[src/rtl/hazard_sequencer_pkg.sv]
// Shared encodings for the hazard sequencer: FSM states, register-specifier width, flush vector.
package hazard_sequencer_pkg;

    localparam int unsigned REG_ADDR_W_DEF = 5;

    typedef enum logic [1:0] {
        RUN      = 2'd0,
        MEM_WAIT = 2'd1,
        ERROR    = 2'd2
    } state_e;

    // One bit per pipeline register that can be cleared to a NOP/bubble.
    typedef struct packed {
        logic ifid;
        logic idex;
        logic exmem;
    } flush_t;

    localparam flush_t FLUSH_NONE = '{ifid: 1'b0, idex: 1'b0, exmem: 1'b0};
    localparam flush_t FLUSH_IFID = '{ifid: 1'b1, idex: 1'b0, exmem: 1'b0};
    localparam flush_t FLUSH_ALL  = '{ifid: 1'b1, idex: 1'b1, exmem: 1'b1};

endpackage

[src/rtl/hazard_sequencer_loaduse.sv]
// Combinational load-use detector: a load in EX writes a register the ID instruction reads.
module hazard_loaduse_detect
    import hazard_sequencer_pkg::*;
#(
    parameter int unsigned REG_ADDR_W = REG_ADDR_W_DEF
) (
    input  logic [REG_ADDR_W-1:0] i_id_rs,
    input  logic [REG_ADDR_W-1:0] i_id_rt,
    input  logic                  i_id_uses_rt,
    input  logic                  i_ex_memread,
    input  logic [REG_ADDR_W-1:0] i_ex_rt,
    output logic                  o_loaduse
);

    // $zero is never a real dependency.
    assign o_loaduse = i_ex_memread && (i_ex_rt != '0) &&
                       ((i_ex_rt == i_id_rs) || (i_id_uses_rt && (i_ex_rt == i_id_rt)));

endmodule

[src/rtl/hazard_sequencer.sv]
// Pipeline stall/flush controller with memory-wait hold and watchdog.
// Performance counters are built only when HAZARD_PERF_CNT_EN is defined.
module hazard_sequencer
    import hazard_sequencer_pkg::*;
#(
    parameter int unsigned REG_ADDR_W = REG_ADDR_W_DEF,
    parameter int unsigned WAIT_MAX   = 64,
    parameter int unsigned CNT_W      = 16
) (
    input  logic                  clk,
    input  logic                  rst_n,
    input  logic [REG_ADDR_W-1:0] i_id_rs,
    input  logic [REG_ADDR_W-1:0] i_id_rt,
    input  logic                  i_id_uses_rt,
    input  logic                  i_id_jump,
    input  logic                  i_ex_memread,
    input  logic [REG_ADDR_W-1:0] i_ex_rt,
    input  logic                  i_mem_branch_taken,
    input  logic                  i_mem_busy,
    output logic                  o_pc_write,
    output logic                  o_ifid_write,
    output logic                  o_ifid_flush,
    output logic                  o_ctrl_enable,
    output logic                  o_idex_flush,
    output logic                  o_exmem_flush,
    output logic                  o_pipe_hold,
    output logic                  o_timeout_err,
    output logic [CNT_W-1:0]      o_stall_cnt,
    output logic [CNT_W-1:0]      o_flush_cnt
);

    localparam int unsigned WAIT_W = $clog2(WAIT_MAX + 1);

    state_e              r_state;
    state_e              w_state_nxt;
    logic [WAIT_W-1:0]   r_wait_cnt;
    logic [WAIT_W-1:0]   w_wait_nxt;
    logic                r_branch_pend;
    logic                w_pend_nxt;
    logic                w_loaduse;
    logic                w_eval_run;
    flush_t              w_flush;

    hazard_loaduse_detect #(
        .REG_ADDR_W (REG_ADDR_W)
    ) u_loaduse (
        .i_id_rs      (i_id_rs),
        .i_id_rt      (i_id_rt),
        .i_id_uses_rt (i_id_uses_rt),
        .i_ex_memread (i_ex_memread),
        .i_ex_rt      (i_ex_rt),
        .o_loaduse    (w_loaduse)
    );

    always_ff @(posedge clk or negedge rst_n) begin
        if (!rst_n) begin
            r_state       <= RUN;
            r_wait_cnt    <= '0;
            r_branch_pend <= 1'b0;
        end else begin
            r_state       <= w_state_nxt;
            r_wait_cnt    <= w_wait_nxt;
            r_branch_pend <= w_pend_nxt;
        end
    end

    // Next state and Mealy outputs; w_eval_run selects the load-use / jump rules.
    always_comb begin
        w_state_nxt   = r_state;
        w_wait_nxt    = r_wait_cnt;
        w_pend_nxt    = r_branch_pend;
        w_eval_run    = 1'b0;
        w_flush       = FLUSH_NONE;
        o_pc_write    = 1'b1;
        o_ifid_write  = 1'b1;
        o_ctrl_enable = 1'b1;
        o_pipe_hold   = 1'b0;
        o_timeout_err = 1'b0;

        case (r_state)
            RUN: begin
                if (i_mem_busy) begin
                    o_pipe_hold  = 1'b1;
                    o_pc_write   = 1'b0;
                    o_ifid_write = 1'b0;
                    w_pend_nxt   = i_mem_branch_taken;
                    w_wait_nxt   = WAIT_W'(1);
                    w_state_nxt  = MEM_WAIT;
                end else if (i_mem_branch_taken) begin
                    w_flush = FLUSH_ALL;
                end else begin
                    w_eval_run = 1'b1;
                end
            end
            MEM_WAIT: begin
                if (i_mem_busy) begin
                    o_pipe_hold  = 1'b1;
                    o_pc_write   = 1'b0;
                    o_ifid_write = 1'b0;
                    w_pend_nxt   = r_branch_pend | i_mem_branch_taken;
                    w_wait_nxt   = r_wait_cnt + WAIT_W'(1);
                    // Trip once WAIT_MAX consecutive busy cycles have been seen.
                    if (w_wait_nxt == WAIT_W'(WAIT_MAX)) begin
                        w_state_nxt = ERROR;
                    end
                end else begin
                    w_pend_nxt  = 1'b0;
                    w_wait_nxt  = '0;
                    w_state_nxt = RUN;
                    // A branch still resolving in MEM on release is the same pending redirect.
                    if (r_branch_pend || i_mem_branch_taken) begin
                        w_flush = FLUSH_ALL;
                    end else begin
                        w_eval_run = 1'b1;
                    end
                end
            end
            ERROR: begin
                o_pipe_hold   = 1'b1;
                o_pc_write    = 1'b0;
                o_ifid_write  = 1'b0;
                o_ctrl_enable = 1'b0;
                o_timeout_err = 1'b1;
            end
            default: begin
                w_state_nxt = RUN;
            end
        endcase

        if (w_eval_run) begin
            if (w_loaduse) begin
                o_pc_write    = 1'b0;
                o_ifid_write  = 1'b0;
                o_ctrl_enable = 1'b0;
            end else if (i_id_jump) begin
                w_flush = FLUSH_IFID;
            end
        end
    end

    assign o_ifid_flush  = w_flush.ifid;
    assign o_idex_flush  = w_flush.idex;
    assign o_exmem_flush = w_flush.exmem;

`ifdef HAZARD_PERF_CNT_EN
    logic [CNT_W-1:0] r_stall_cnt;
    logic [CNT_W-1:0] r_flush_cnt;
    logic             w_stall_inc;
    logic             w_flush_inc;

    // Outside ERROR a dropped ctrl_enable only ever means a load-use bubble; every flush event clears IF/ID.
    assign w_stall_inc = !o_ctrl_enable && (r_state != ERROR);
    assign w_flush_inc = w_flush.ifid;

    always_ff @(posedge clk or negedge rst_n) begin
        if (!rst_n) begin
            r_stall_cnt <= '0;
            r_flush_cnt <= '0;
        end else begin
            if (w_stall_inc && (r_stall_cnt != '1)) begin
                r_stall_cnt <= r_stall_cnt + CNT_W'(1);
            end
            if (w_flush_inc && (r_flush_cnt != '1)) begin
                r_flush_cnt <= r_flush_cnt + CNT_W'(1);
            end
        end
    end

    assign o_stall_cnt = r_stall_cnt;
    assign o_flush_cnt = r_flush_cnt;
`else
    assign o_stall_cnt = '0;
    assign o_flush_cnt = '0;
`endif

endmodule
[config.mk]
export PLATFORM = sky130hd
export DESIGN_NAME = hazard_sequencer
export DESIGN_NICKNAME = d
export VERILOG_FILES = /design/src/rtl/hazard_sequencer_pkg.sv /design/src/rtl/hazard_sequencer_loaduse.sv /design/src/rtl/hazard_sequencer.sv
export SDC_FILE = /design/constraint.sdc
export NUM_CORES = 1
export LEC_CHECK = 0
export ABC_AREA = 1
export CELL_PAD_IN_SITES_DETAIL_PLACEMENT = 1
export CELL_PAD_IN_SITES_GLOBAL_PLACEMENT = 1
export CORE_MARGIN = 2
export CORE_UTILIZATION = 25
export DETAILED_ROUTE_END_ITERATION = 10
export PLACE_DENSITY = 0.88
export SYNTH_ARGS = -nofsm -noshare
export SYNTH_HDL_FRONTEND = slang
export SYNTH_SLANG_ARGS = --single-unit
[constraint.sdc]
create_clock -name clk -period 1.5 [get_ports clk]
set_input_delay 0.375 -clock clk [delete_from_list [all_inputs] [get_ports clk]]
set_output_delay 0.375 -clock clk [all_outputs]
set_load 0.02 [all_outputs]
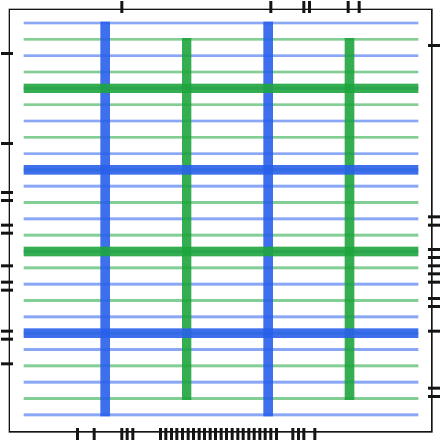
Fig. 1. Power grid.
Scale: 6 px per um. Pins as bars on the die edge.
color	net
green	VDD
blue	VSS
rows	24
signal pins	62

==> qor_table.md <==
| Metric | Reported | Unit |
|:---|:---|:---|
| Type of element launching the critical path | register | - |
| Combined area of all synthesized cells | 1095 | sq um |
| Largest stage delay on the critical path | 390 | ps |
| Clock H-tree levels | 1 | - |
| Clock tree from TritonCTS | built | - |
| Finished Layout Cells | 275 | - |
| Total global routing track utilization | 0.1180 | - |
| Clock tree buffer depth | 2 | - |
| Crit path time final | 1799 | ps |
| Share of post-route cells with drive strength above 1 | 0.3094 | - |
| Footprint of the flip-flops and latches | 251.5 | sq um |
| Peak ir drop on the vdd network | 0.2178 | mV |
| Highest fanout seen on the critical path | 3 | - |
| First-pass GRT wire length | 4.802 | mm |
| Worst r2r src | r_wait_cnt[1] | - |
| Total of flip-flops plus latches after synthesis | 10 | - |
| Timing-limited maximum frequency | 0.5557 | GHz |
| Vias in the first global route | 1,121 | - |
| Category of the most critical setup path | reg -> out | - |
| 1st-iter DRT viols | 37 | - |
| Count of yosys warnings during synthesis | 0 | - |
| Worst setup EP type | output port | - |
| Post-detail-place hpwl | 2.316 | mm |
| Clock latency at the later pin of the worst-skew pair | 230 | ps |
| Cell Pwr Density | 507.3 | nW/um^2 |
| Net count reported at finish | 247 | - |
| Failing checks | setup timing | - |
| Initial Util | 0.2550 | - |
| Number of vias in the routed layout | 1,134 | - |
| Row cnt | 24 | - |
| Cell depth of the worst flop-to-flop path | 8 | - |
| Critical path data arrival time | 1420 | ps |
| Die outline height | 70.18 | um |
| Outcome | complete, but fails checks | - |
| Worst path top cell family by delay | buffers and inverters | - |
| Library cells used by synthesis | 26 | - |
| Post-route clock period utilization | 1.200 | - |
| ANT cells | 0 | - |
| Required time reported for the critical path endpoint | 1120 | ps |
| Number of remaining DRC errors | 0 | - |
| Setup slack of the most critical reg-to-reg path | 70 | ps |
| Remaining antenna violation count | 0 | - |
| Final routed wirelength across all metal layers | 3.236 | mm |
| Final Worst Setup Slack | -299.5 | ps |
| Root cell of the clock tree | clkbuf_8 | - |
| Via/cell ratio | 4.124 | - |
| Largest net degree at the start of global routing | 11 | - |
| WL per Instance | 11.77 | um |
| Number of buffer cells added on primary ports | 29 | - |
| DRT Pass-1 Iters | 4 | - |
| Max-cap viol count | 0 | - |
| Clock skew after layout | 0.7136 | ps |
| Summed standard-cell area reported by yosys | 1095 | sq um |
| Placed cell count | 260 | - |
| Area growth from synthesis to layout | 44.46 | % |
| Ports placed on the boundary | 62 | - |
| Initial antenna violation count | 0 | - |
| Gr ovfl total | 0 | - |
| TritonCTS sink count | 10 | - |
| List of cells traversed by the critical path | inv_2, nor2_4, inv_2, nor3_4, a31oi_2, buf_4, inv_4, buf_6 | - |
| Unrepaired setup endpoints after global routing | yes | - |
| Gate count after technology mapping | 174 | - |
| Cell mode on critical path | inv_2 | - |
| Hold Fails Final Rpt | 0 | - |
| Worst flop-to-flop path endpoint | r_state[0] | - |
| Pre-CTS setup slack | -963.2 | ps |
| HP Class | in -> async | - |
| Final setup violation count | 7 | - |
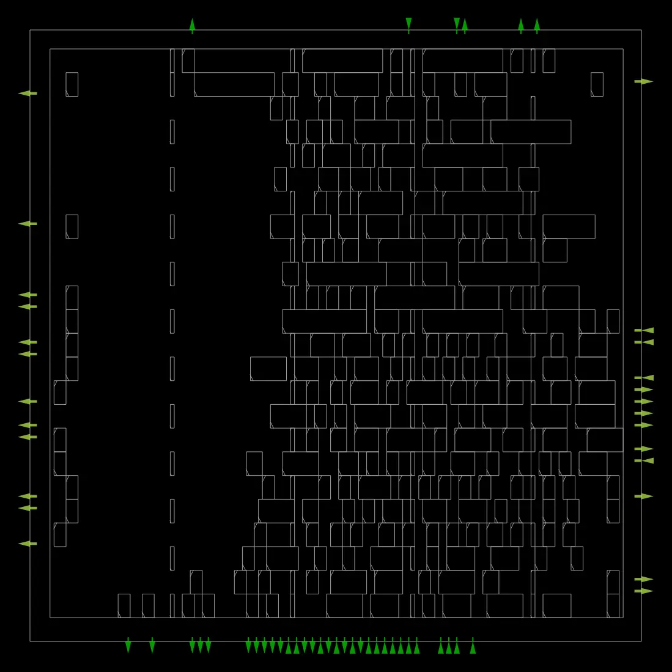
Fig. 2. Placement view.
final core area utilization: 0.3683
Seq area share: 0.1590
Placeable Area: 4294 sq um
sequential cells: 10

-- final cells by class --
cell class                 count  area share
clock buffer                   4     0.03481
inverter                      31     0.07516
multi-input combinational    130      0.4256
sequential                    10      0.1590
tap                           52     0.04114
timing repair buffer          48      0.2642
-- registers in the layout (all words and copies together) (netlist names) --
signal	count
r_wait_cnt	7
r_state	2
r_branch_pend	1
-- cells in the final DEF, fill, tap and decap left out, types with 5 or more instances in the layout --
cell type	instances
dlygate4sd2_1	10
nand2_1	45
nand3_1	6
dfrtp_1	9
buf_6	9
buf_4	18
nor2_1	9
inv_2	8
conb_1	32
nor2_4	5
inv_1	22
-- stage by stage --
| stage | hold slack [ps] | TNS [ps] | total power [mW] | cell area [sq um] |
|---|---|---|---|---|
| finish | 461.3 | -1786 | 0.8023 | 1582 |
| global route | 493.4 | -2422 | 0.8377 | 1582 |
| CTS | 477.2 | -1402 | 0.7928 | 1500 |
| detailed placement | 508.8 | -7536 | 0.4697 | 1374 |
| global placement | 494.2 | -7164 | 0.4667 | 1374 |
| floorplan | 79.41 | -6.343 | 0.4522 | 1217 |
-- Yosys cell counts, drive strengths merged --
cell    number  area share
dfrtp       10        0.23
or2          1      0.0057
buf         34        0.23
a21boi       1      0.0069
a22o         1      0.0080
inv         31        0.11
nand3       10       0.055
o21ai       10       0.049
conb         1      0.0034
nand2       48        0.16
nor2        17       0.070
a31oi        1      0.0057
nor3         1      0.0046
nand3b       1      0.0069
a21oi        1      0.0046
xor2         1      0.0080
a32o         1      0.0091
xnor2        1      0.0080
nand4        2       0.011
ha           1       0.011
-- routing by layer --
metal / vias up / GRT usage / wire length [um]
li1: 559 / - / -
met1: 538 / 0.1375 / 1317
met2: 33 / 0.2275 / 1770
met3: 4 / 0.01010 / 115
met4: 0 / 0.03205 / 33
met5: - / 0 / 0
-- power breakdown --
part,leakage (nW),internal (mW),switching (mW)
combinational,0.706,0.0582,0.135
sequential,0.128,0.272,0.00104
clock,0.0288,0.231,0.106
total,0.863,0.561,0.242
-- cell families after synthesis --
kind of cell	after synthesis	share of synthesized area
AOI/OAI and AO/OA	15	0.08343
buffers and inverters	65	0.3394
DFF	10	0.2286
other	1	0.003425
xor gates and xnor gates	2	0.01600
adders and majority gates	1	0.01143
and+or+nand+nor	80	0.3177
-- worst max-delay path by stage --
stage               start       endpoint  slack (ps)  cells past startpoint
2_1_floorplan  i_ex_rt[2]     o_pc_write          -6                      8
3_3_place_gp   i_ex_rt[4]   o_ifid_write        -950                     11
3_5_place_dp   i_ex_rt[1]     o_pc_write        -960                      9
4_1_cts        r_state[0]   o_idex_flush        -230                      8
5_1_grt        r_state[0]   o_idex_flush        -400                      8
6_report       r_state[0]  o_exmem_flush        -300                      8
-- repair_timing --
action	in CTS	in global routing
hold buffers	0	0
resized	100	19
pin swaps	16	8
setup buffers	7	9
setup endpoints to repair	9	17
Power and IR drop assume default switching activity.
